Figure 1. Congestion heat map (run 1).
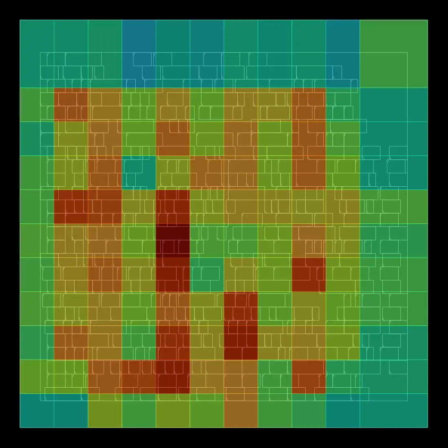
Figure 2. Sequential cells colored by netlist name (run 1).
Drawn at 6 px/um.
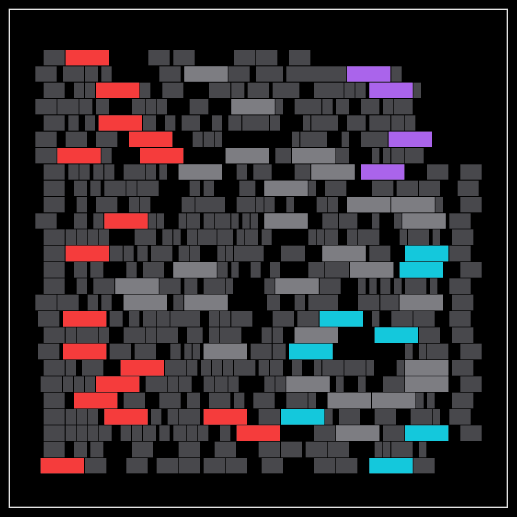
Figure 3. The metal 3 layer (run 1).
Drawn at 4 px/um. Cells faint in the background.
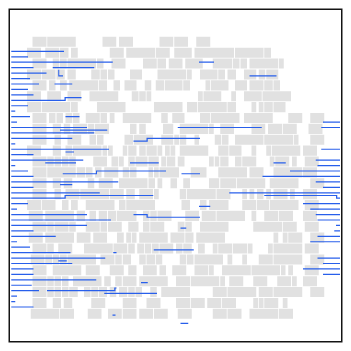
## src/rtl/sram_arbiter_pkg.sv

```systemverilog
// sram_arbiter_pkg: shared widths, wait-counter size and FSM state encoding for the SRAM arbiter.
package sram_arbiter_pkg;
    localparam int DEF_ADDR_W = 17;
    localparam int DEF_DATA_W = 8;
    localparam int CNT_W = 4;
    typedef enum logic [1:0] {ST_IDLE, ST_SETUP, ST_STROBE, ST_HOLD} state_t;
endpackage

```

## src/rtl/sram_rr_arb.sv

```systemverilog
// sram_rr_arb: two-way round-robin arbiter with a last-grant pointer.
module sram_rr_arb (
    input  logic       clk_in,
    input  logic       rst_n,
    input  logic [1:0] req,
    input  logic       accept,
    output logic [1:0] grant
);
    logic last_b;
    always_comb grant = (req == 2'b11) ? (last_b ? 2'b01 : 2'b10) : req;
    // last_b starts high so that A wins the first contention after reset
    always_ff @(posedge clk_in)
        if (!rst_n) last_b <= 1'b1;
        else if (accept && |req) last_b <= grant[1];
endmodule

```

## src/rtl/sram_arbiter.sv

```systemverilog
// sram_arbiter: shares one async SRAM between ports A and B with a fully registered
// CE/OE/WE sequence (SETUP, WAIT_CYCLES strobe, HOLD).
module sram_arbiter
    import sram_arbiter_pkg::*;
#(
    parameter int ADDR_W      = DEF_ADDR_W,
    parameter int DATA_W      = DEF_DATA_W,
    parameter int WAIT_CYCLES = 2
) (
    input  logic              clk_in,
    input  logic              rst_n,
    input  logic              a_req,
    input  logic              a_we,
    input  logic [ADDR_W-1:0] a_addr,
    input  logic [DATA_W-1:0] a_wdata,
    output logic              a_gnt,
    output logic              a_done,
    output logic [DATA_W-1:0] a_rdata,
    input  logic              b_req,
    input  logic              b_we,
    input  logic [ADDR_W-1:0] b_addr,
    input  logic [DATA_W-1:0] b_wdata,
    output logic              b_gnt,
    output logic              b_done,
    output logic [DATA_W-1:0] b_rdata,
    output logic [ADDR_W-1:0] sram_addr,
    output logic [DATA_W-1:0] sram_data_o,
    output logic              sram_data_oe,
    input  logic [DATA_W-1:0] sram_data_i,
    output logic              sram_cen,
    output logic              sram_oen,
    output logic              sram_wen
);
    state_t           state, state_next;
    logic [CNT_W-1:0] cnt;
    logic [1:0]       grant;
    logic             idle, strobe_end, owner_b, wr;

    assign idle       = state == ST_IDLE;
    assign strobe_end = state == ST_STROBE && cnt == '0;
    assign a_gnt      = idle && rst_n && grant[0];
    assign b_gnt      = idle && rst_n && grant[1];

    sram_rr_arb u_arb (
        .clk_in (clk_in),
        .rst_n  (rst_n),
        .req    ({b_req, a_req}),
        .accept (idle),
        .grant  (grant)
    );

    always_ff @(posedge clk_in)
        if (!rst_n) state <= ST_IDLE;
        else state <= state_next;

    always_comb begin
        state_next = state;
        case (state)
            ST_IDLE:   state_next = |grant ? ST_SETUP : ST_IDLE;
            ST_SETUP:  state_next = ST_STROBE;
            ST_STROBE: state_next = strobe_end ? ST_HOLD : ST_STROBE;
            ST_HOLD:   state_next = ST_IDLE;
            default:   state_next = ST_IDLE;
        endcase
    end

    always_ff @(posedge clk_in) begin
        if (!rst_n) begin
            sram_cen     <= 1'b1;
            sram_oen     <= 1'b1;
            sram_wen     <= 1'b1;
            sram_data_oe <= 1'b0;
            sram_addr    <= '0;
            sram_data_o  <= '0;
            a_rdata      <= '0;
            b_rdata      <= '0;
            a_done       <= 1'b0;
            b_done       <= 1'b0;
            cnt          <= '0;
            owner_b      <= 1'b0;
            wr           <= 1'b0;
        end else begin
            a_done <= 1'b0;
            b_done <= 1'b0;
            case (state)
                ST_IDLE: if (|grant) begin
                    sram_cen     <= 1'b0;
                    sram_addr    <= grant[0] ? a_addr : b_addr;
                    sram_data_o  <= grant[0] ? a_wdata : b_wdata;
                    sram_data_oe <= grant[0] ? a_we : b_we;
                    wr           <= grant[0] ? a_we : b_we;
                    owner_b      <= grant[1];
                end
                ST_SETUP: begin
                    sram_oen <= wr;
                    sram_wen <= !wr;
                    cnt      <= CNT_W'(WAIT_CYCLES - 1);
                end
                // read data is captured on the edge that ends the strobe, while OE is still low
                ST_STROBE: if (strobe_end) begin
                    sram_oen <= 1'b1;
                    sram_wen <= 1'b1;
                    a_done   <= !owner_b;
                    b_done   <= owner_b;
                    if (!wr && !owner_b) a_rdata <= sram_data_i;
                    if (!wr && owner_b) b_rdata <= sram_data_i;
                end else cnt <= cnt - 1'b1;
                ST_HOLD: begin
                    sram_cen     <= 1'b1;
                    sram_data_oe <= 1'b0;
                end
                default: ;
            endcase
        end
    end
endmodule
```

## config.mk

```make
export PLATFORM = sky130hd
export DESIGN_NAME = sram_arbiter
export DESIGN_NICKNAME = d
export VERILOG_FILES = /design/src/rtl/sram_arbiter_pkg.sv /design/src/rtl/sram_rr_arb.sv /design/src/rtl/sram_arbiter.sv
export SDC_FILE = /design/constraint.sdc
export NUM_CORES = 1
export LEC_CHECK = 0
export ABC_CLOCK_PERIOD_IN_PS = 2800
export CAP_MARGIN = 10
export CORE_MARGIN = 4
export CORE_UTILIZATION = 45
export DETAILED_ROUTE_END_ITERATION = 10
export GPL_TIMING_DRIVEN = 0
export HOLD_SLACK_MARGIN = 0.15
export PLACE_DENSITY_LB_ADDON = 0.3
export SLEW_MARGIN = 20
export SYNTH_ARGS = -nofsm -noshare
export SYNTH_HDL_FRONTEND = slang
export SYNTH_SLANG_ARGS = --single-unit
```

## constraint.sdc

```tcl
create_clock -name clk_in -period 2.8 [get_ports clk_in]
set_clock_uncertainty 0.1 [all_clocks]
set_input_delay 0.28 -clock clk_in [delete_from_list [all_inputs] [get_ports clk_in]]
set_output_delay 0.28 -clock clk_in [all_outputs]
set_load 0.02 [all_outputs]
```

==> run notes, run 1 <==
The clock-pin slew reported for the worst setup and hold paths after clock tree synthesis was 90 ps. The sequential fraction of design power came out at 0.376. The tools report the reported max-cap violation count as 0. The number of antenna diodes in the final layout is 0. With the met3 wire length at 868 um, the share of synthesized cell area in full adder, half adder and majority cells is 0.0299. Per the synth stats, the flop cell with the highest instance count is sky130_fd_sc_hd__dfxtp_1. The layer flagged by global routing as most heavily used is met2. Summing every instance area after synthesis gives 0.00251 mm2. Across all stage logs, warnings added up to 30.

In the layout the commonest cells are sky130_fd_sc_hd__clkdlybuf4s50_1 (110), sky130_fd_sc_hd__dfxtp_1 (56), sky130_fd_sc_hd__o21ai_0 (49). The cell type with the highest aggregate area in the netlist was sky130_fd_sc_hd__dfxtp_1. In this run the vertical extent of the chip is 82.8 um.

Buffer cell driving the clock tree root: sky130_fd_sc_hd__clkbuf_8. The run gives 127 as the DRC violation total after the first TritonRoute iteration. The layout overhead on the synthesized area was 50.9%. With the share of flip-flops with an asynchronous set or reset at 0, the fraction of power consumed by combinational cells is 0.470. The CTS report gives the tree buffer count as 5. After legalization and detailed placement, the total HPWL measured 5.72 mm.

Leaving out fill and tap cells, the most frequent cell in the layout is sky130_fd_sc_hd__clkdlybuf4s50_1. The tools report the internal power of the cells as 1.79 mW. The remaining global-route overflow was 0. Pins over their slew limit in the final report were tallied at 0. After layout, the clock buffer instance count stands at 5. Sequential cells placed in the final layout were counted as 56. The first-pass GRT wire length is 12.1 mm. The met2 usage in global routing came out at 0.393.

Yosys reports that the most numerous cell types are sky130_fd_sc_hd__dfxtp_1 (56), sky130_fd_sc_hd__o21ai_0 (49), sky130_fd_sc_hd__nand2_1 (30). The iteration count recorded for the first detailed-route pass is 4. The tap cell instance count came out at 70. The run finished with clean final reports. For the number of warnings printed during yosys synthesis, the log shows 0. Per the placement log, port buffering inserted 110 buffers. The final layout report lists a non-clock buffer count of 136.

The synth_stat.txt file lists the number of cells as 291. The tools report the chip area line of the yosys report as 0.00251 mm2. The slack of the critical path is 304 ps.

The data required time reported for the critical path is 2420 ps. The fraction of layout cells with a size suffix above 1 works out to 0.0611. The number of different library cells used by synthesis comes to 43. Endpoints failing hold in the final report were tallied at 0. The total area inside the core boundary comes to 0.00527 mm2. The fraction of the core area occupied by cells at floorplan is 0.477, and the total nets after synthesis is 361. For this run, the number of standard cells in the final layout without fillers is 479. The critical path is of the in2out type.

The number of placed instances, taps included, is 471. The script reports the combined buffer and inverter count of the critical path as 4. The worst hold slack came out at 233 ps.

The later pin in the worst-skew pair is clocked with a latency of 310 ps. The finished cells cover 0.00380 mm2. The layout multi-input combinational cell count came out at 203.

The share of total power consumed by net switching works out to 0.387. The run gives 2.97 mm as the met1 routed wirelength after detailed routing. Looking at the critical path, the highest net fanout was 10.

The share of synthesized cell area in and-or and or-and compound cells is 0.267. Most used cell along the critical path: sky130_fd_sc_hd__clkdlybuf4s50_1. The tools report the final estimated routing congestion in global placement as 0.761. The top metal layer carrying routed signals was met4. Hold buffer count at CTS: 0.

With the area of placed instances at 0.00370 mm2, the total setup violations reported at the end of the flow is 0. The cell sequence reported for the critical path is clkdlybuf4s50_1 -> inv_2 -> clkbuf_1 -> nor3_1 -> clkdlybuf4s50_1. Per the detail_route log, met2 wirelength is 3.59 mm. STA classifies the critical path endpoint as an output pin. For reference, the top logic cell family by area is AND-OR/OR-AND gates. The H-tree generated during clock tree synthesis spans 2 levels. The leakage component of the power was reported as 1.50 nW.

Synthesis produced a netlist whose cell count is 291. The post-synthesis mux area share came out at 0.0677. For this design the top-level I/O count stands at 113.

For the setup slack after placement, the log shows 333 ps. The synthesis stats list as the most numerous cell sky130_fd_sc_hd__dfxtp_1. Per the synth log, the flip-flop and latch total comes to 56. Setup repair after global routing left no endpoint under its margin. The fraction of synthesized cell area in xor and xnor cells is 0.

The die is 82.8 um wide. The fraction of area in non-clock buffers came out at 0.326. With the clock share of power at 0.154, the buffer depth of the longest clock path is 2. According to the floorplan report, the total die area is 0.00685 mm2. In the final layout, the multi-input gates occupy 0.00124 mm2.

With the proportion of cell area spent on the clock network at 0.0244, the clock net sink count is 56. The clock period could shrink to 2500 ps. The tools report the largest net degree at the start of global routing as 19. The count of library flops with an enable pin came out at 0. For the total power of the final layout, the log shows 2.92 mW. The cell class contributing the biggest share of worst-path delay was buffers and inverters. The tightest slew margin relative to the limit is 0.692. TritonCTS built the clock tree. In this design, the stage delay of the slowest critical-path cell is 660 ps. The power density relative to cell area was 770 mW/mm2. The class of the most critical hold timing path was in2reg.

The slowest stage of the critical path belongs to the cell sky130_fd_sc_hd__clkdlybuf4s50_1. The post-cts sizing count was 0. The worst-case IR drop observed on VDD is 0.415 mV.

The count of filler cells inserted in the layout was 452. The run gives 8.64 um2 for the post-synthesis area per instance. For the pin with the worst max-slew slack, the measured transition is 462 ps. The net switching component of the power came out at 1.13 mW.

The fraction of area in multi-input gates was 0.326. For reference, the placement row count at floorplan is 26. Ranked by flip-flop count, first place goes to sram_addr. The tools report the initial antenna violation count as 0. The main area contributors are sky130_fd_sc_hd__dfxtp_1 (45%), sky130_fd_sc_hd__o21ai_0 (9.8%), sky130_fd_sc_hd__mux2i_1 (6.8%). Per the detail_route report, DRC violations left total 0. The final cycle utilization of the critical path is 0.892, and the area share of the largest cell type after synthesis is 0.446.

The largest cell class by area is logic gates. In this run the remaining antenna-violating nets after routing total 0. The run gives 0.446 for the sequential area share after synthesis. The register with the most flip-flops in the layout has 17 of them. The layout inverter count without the clock tree is 6.

The number of setup buffers added after CTS is 0. STA classifies the critical path startpoint as an input pin.
Back to the opening pictures, Figure 1:
global routing usage on met1: 0.263
routed wire length per instance: 15.7 um

Back to the opening pictures, Figure 2:
a_rdata -> cyan  # sequential cells 8
sram_addr -> red  # sequential cells 17
cnt -> purple  # sequential cells 4, where top right
not colored = 27
flip-flop and latch share of the layout cell area: 0.295
final core area utilization: 0.720
Seq. cell area: 0.00112 mm2

Back to the opening pictures, Figure 3:
nets with wire on the layer = 91
main direction = horizontal
detailed-route via count: 2601
met3 global-route usage: 0.0846
aggregate routed wire length: 7.54 mm

-- run 1: worst paths after layout --
kind,slack (ps),end,cells past startpoint,from
worst max-delay path,300,a_gnt,5,a_req
worst min-delay path,230,owner_b$_SDFFE_PN0P_,3,b_req
worst max register to register,880,sram_addr[1]$_SDFFE_PN0P_,7,state[0]$_SDFF_PN0_
worst min register to register,360,b_rdata[7]$_SDFFE_PN0P_,2,b_rdata[7]$_SDFFE_PN0P_
-- run 1: power groups by stage --
stage	Clock (mW)	Sequential (mW)	Combinational, mW
global route	0.493	1.13	1.49
global placement	0	1.11	1.34
CTS	0.461	1.10	1.37
floorplan	0	1.30	0.599
finish	0.450	1.10	1.37
detailed placement	0	1.11	1.37
==> run 2: changes to the inputs <==
--- a/config.mk
+++ b/config.mk
@@ -5,7 +5,6 @@
 export SDC_FILE = /design/constraint.sdc
 export NUM_CORES = 1
 export LEC_CHECK = 0
-export ABC_CLOCK_PERIOD_IN_PS = 2800
 export CAP_MARGIN = 10
 export CORE_MARGIN = 4
 export CORE_UTILIZATION = 45
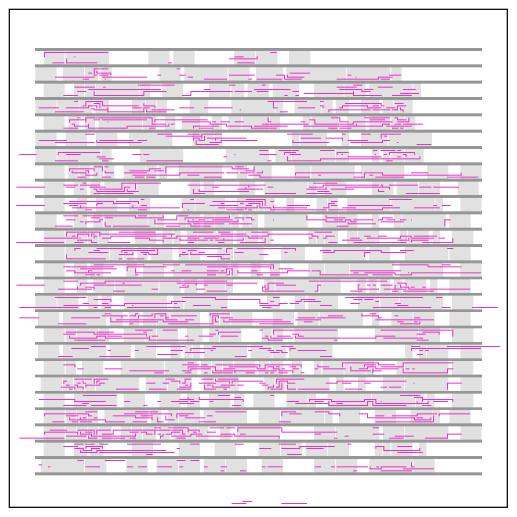
Figure 4: run 2, M1 wires.
Drawn at 6 px/um. Supply wires on this layer in gray. Cells faint in the background.
main direction = horizontal
share of all routed wire = 39%
longest straight run = 20.7 um
wire length on this layer = 2970 um

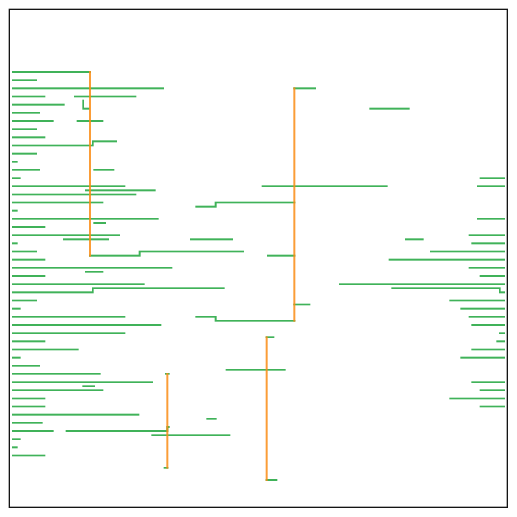
Figure 5: run 2, routed metal, one color a layer.
Drawn at 6 px/um. Two of the layers only.
M4 -> orange  # wire length 109 um
M3 -> green  # wire length 869 um
all-layer global routing usage: 0.230

==> run notes, run 2 <==
Layout multi-input combinational cell count: 203 (unchanged). With the initial antenna violation count at 0 (unchanged), the number of instances in the synthesized netlist is 291 (unchanged). The number of buffers inserted during clock tree synthesis is 5 (unchanged), and the post-synthesis area per instance is 8.64 um2 (unchanged).

The height of the die works out to 82.8 um (unchanged). The logs give 4 (unchanged) for the first-pass detailed-route iteration total and 0 (unchanged) for the hold buffer count at CTS. The worst register-to-register path ends at sram_addr[1]$_SDFFE_PN0P_.

The tools report the setup slack after placement as 333 ps (unchanged). STA reports the tightest min-delay check as being of type in2reg. The run gives 450 uW (about the same) for the power dissipated in the clock network. The library cells used most frequently in the layout, excluding fill and tap cells, are sky130_fd_sc_hd__clkdlybuf4s50_1 (110), sky130_fd_sc_hd__dfxtp_1 (56), sky130_fd_sc_hd__o21ai_0 (49).

The share of synthesized cell area in full adder, half adder and majority cells was 0.0299 (unchanged). The critical path in this run is classified as in2out. Worst-margin pin slew: 462 ps (unchanged).

Grouping non-sequential cells by family puts the most area in AND-OR/OR-AND gates. The number of failing hold endpoints at the final stage is 0 (unchanged). After synthesis, the most frequently instantiated cells are sky130_fd_sc_hd__dfxtp_1 (56), sky130_fd_sc_hd__o21ai_0 (49), sky130_fd_sc_hd__nand2_1 (30). The cell depth of the worst min-delay path works out to 3 (unchanged).

In this design, the critical path's most frequently occurring cell is sky130_fd_sc_hd__clkdlybuf4s50_1. The layout clock buffer count came out at 5 (unchanged). For this run, the leading register cell type out of synthesis is sky130_fd_sc_hd__dfxtp_1. The run gives 361 (unchanged) for the total nets after synthesis. The register-to-register setup slack is 880 ps (about the same), and the register share of the cell area is 0.295 (unchanged).

The power density relative to cell area is 770 mW/mm2 (unchanged), and the total length of routed wires is 7.54 mm (unchanged). The reported max-cap violation count was 0 (unchanged). The fraction of layout cells with a size suffix above 1 works out to 0.0611 (unchanged).

The run gives 0 (unchanged) for the post-CTS repair timing setup buffer count. The fraction of synthesized cell area in xor and xnor cells is 0 (unchanged). With the DRC violation total after the first TritonRoute iteration at 127 (unchanged), the tap cell instance count is 70 (unchanged).

The logs give 113 (unchanged) for the boundary pin count and 0 (unchanged) for the final antenna-violating net count. The number of warnings printed during yosys synthesis came out at 0 (unchanged). The buffer depth of the longest clock path is 2 (unchanged), and the final sequential cell count is 56 (unchanged).

The tools report the final non-filler cell area as 0.00380 mm2 (unchanged). The count of library flops with an enable pin was 0 (unchanged). The run gives 82.8 um (unchanged) for the die width. Endpoint of the worst hold-timing path: owner_b$_SDFFE_PN0P_.

The run gives 0.477 (unchanged) for the fraction of the core area occupied by cells at floorplan. Post-synthesis mux area share: 0.0677 (unchanged). With the number of input and output port buffers inserted at 110 (unchanged), the first-pass GRT wire length is 12.1 mm (unchanged).

With the total setup violations reported at the end of the flow at 0 (unchanged), the number of placed instances with taps included is 471 (unchanged). The tools report the launch instance of the worst register-to-register path as state[0]$_SDFF_PN0_. The most common logic cell in the routed design is sky130_fd_sc_hd__clkdlybuf4s50_1. The run gives 0.446 (unchanged) as the sequential area share after synthesis.

The post-cts sizing count was 0 (unchanged). For this run the top cell type by instance count after synthesis was sky130_fd_sc_hd__dfxtp_1. The combinational group power came out at 1.37 mW (about the same). The run gives 0.892 (unchanged) for the final cycle utilization of the critical path. The proportion of cell area spent on the clock network works out to 0.0244 (unchanged). Type of element launching the critical path: an input pin. The run gives 0.446 (unchanged) for the area share of the largest cell type after synthesis. Looking at area per cell type in the netlist, the leader is sky130_fd_sc_hd__dfxtp_1. The number of H-tree levels is 2 (unchanged). The total core area is 0.00527 mm2 (unchanged).

The flow ran to the end, and the final reports show no timing, DRC or antenna violations. The area of the multi-input gates is 0.00124 mm2 (unchanged), and the number of standard cells reported by yosys is 291 (unchanged). The count of standard-cell rows is 26 (unchanged).

For the worst min-delay path, the startpoint reported by OpenROAD is b_req. Looking at the critical path, the single cell with the biggest stage delay is sky130_fd_sc_hd__clkdlybuf4s50_1. The tools report the count of unresolved DRC violations after routing as 0 (unchanged).

TritonCTS built the clock tree. The total half-perimeter wirelength after legalization and detailed placement was 5.72 mm (unchanged); the post-detailed-route wirelength per cell was 15.7 um (unchanged). The number of flip-flops under the largest register name is 17 (unchanged), and the share of flip-flops with an asynchronous set or reset is 0 (unchanged). Clock share of power: 0.154 (about the same). The via count is 2601 (unchanged), and the worst hold slack is 233 ps (unchanged). The net switching component of the power was 1.13 mW (unchanged); the worst stage delay on the critical path was 660 ps (about the same).

The kind of cell with the highest combined delay along the critical path is buffers and inverters. The cell leakage power was 1.50 nW (unchanged).
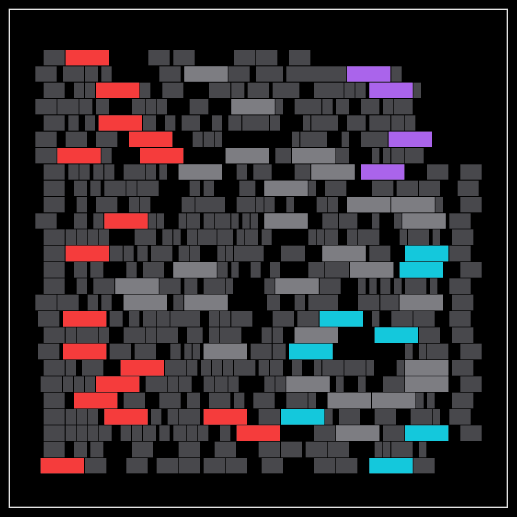
Figure 6: run 2, sequential cells colored by netlist name.
Drawn at 6 px/um.
a_rdata -> cyan  # sequential cells 8
cnt -> purple  # sequential cells 4, where top right
sram_addr -> red  # sequential cells 17
not colored = 27
sequential group power: 1.10 mW

## run 2: cell counts in the layout (fill, tap and decap cells not counted)
Identical to the previous run, type by type.
## run 2: metal layers
metal | track usage | part of all wire | up-vias
met3 | 0.0846 | 0.12 | 11
met1 | 0.263 | 0.39 | 1186
li1 | - | - | 1288
met5 | 0 | 0 | -
met4 | 0.0784 | 0.014 | 0
met2 | 0.393 | 0.48 | 116
## run 2: logic make-up after synthesis
| family | count (synthesis) |
|---|---|
| adders and majority gates | 6 |
| AOI/OAI and AO/OA | 121 |
| and+or+nand+nor | 59 |
| DFF | 56 |
| buffers and inverters | 32 |
| muxes | 17 |
Power figures rest on the tool's default switching activity, not on a simulated workload.
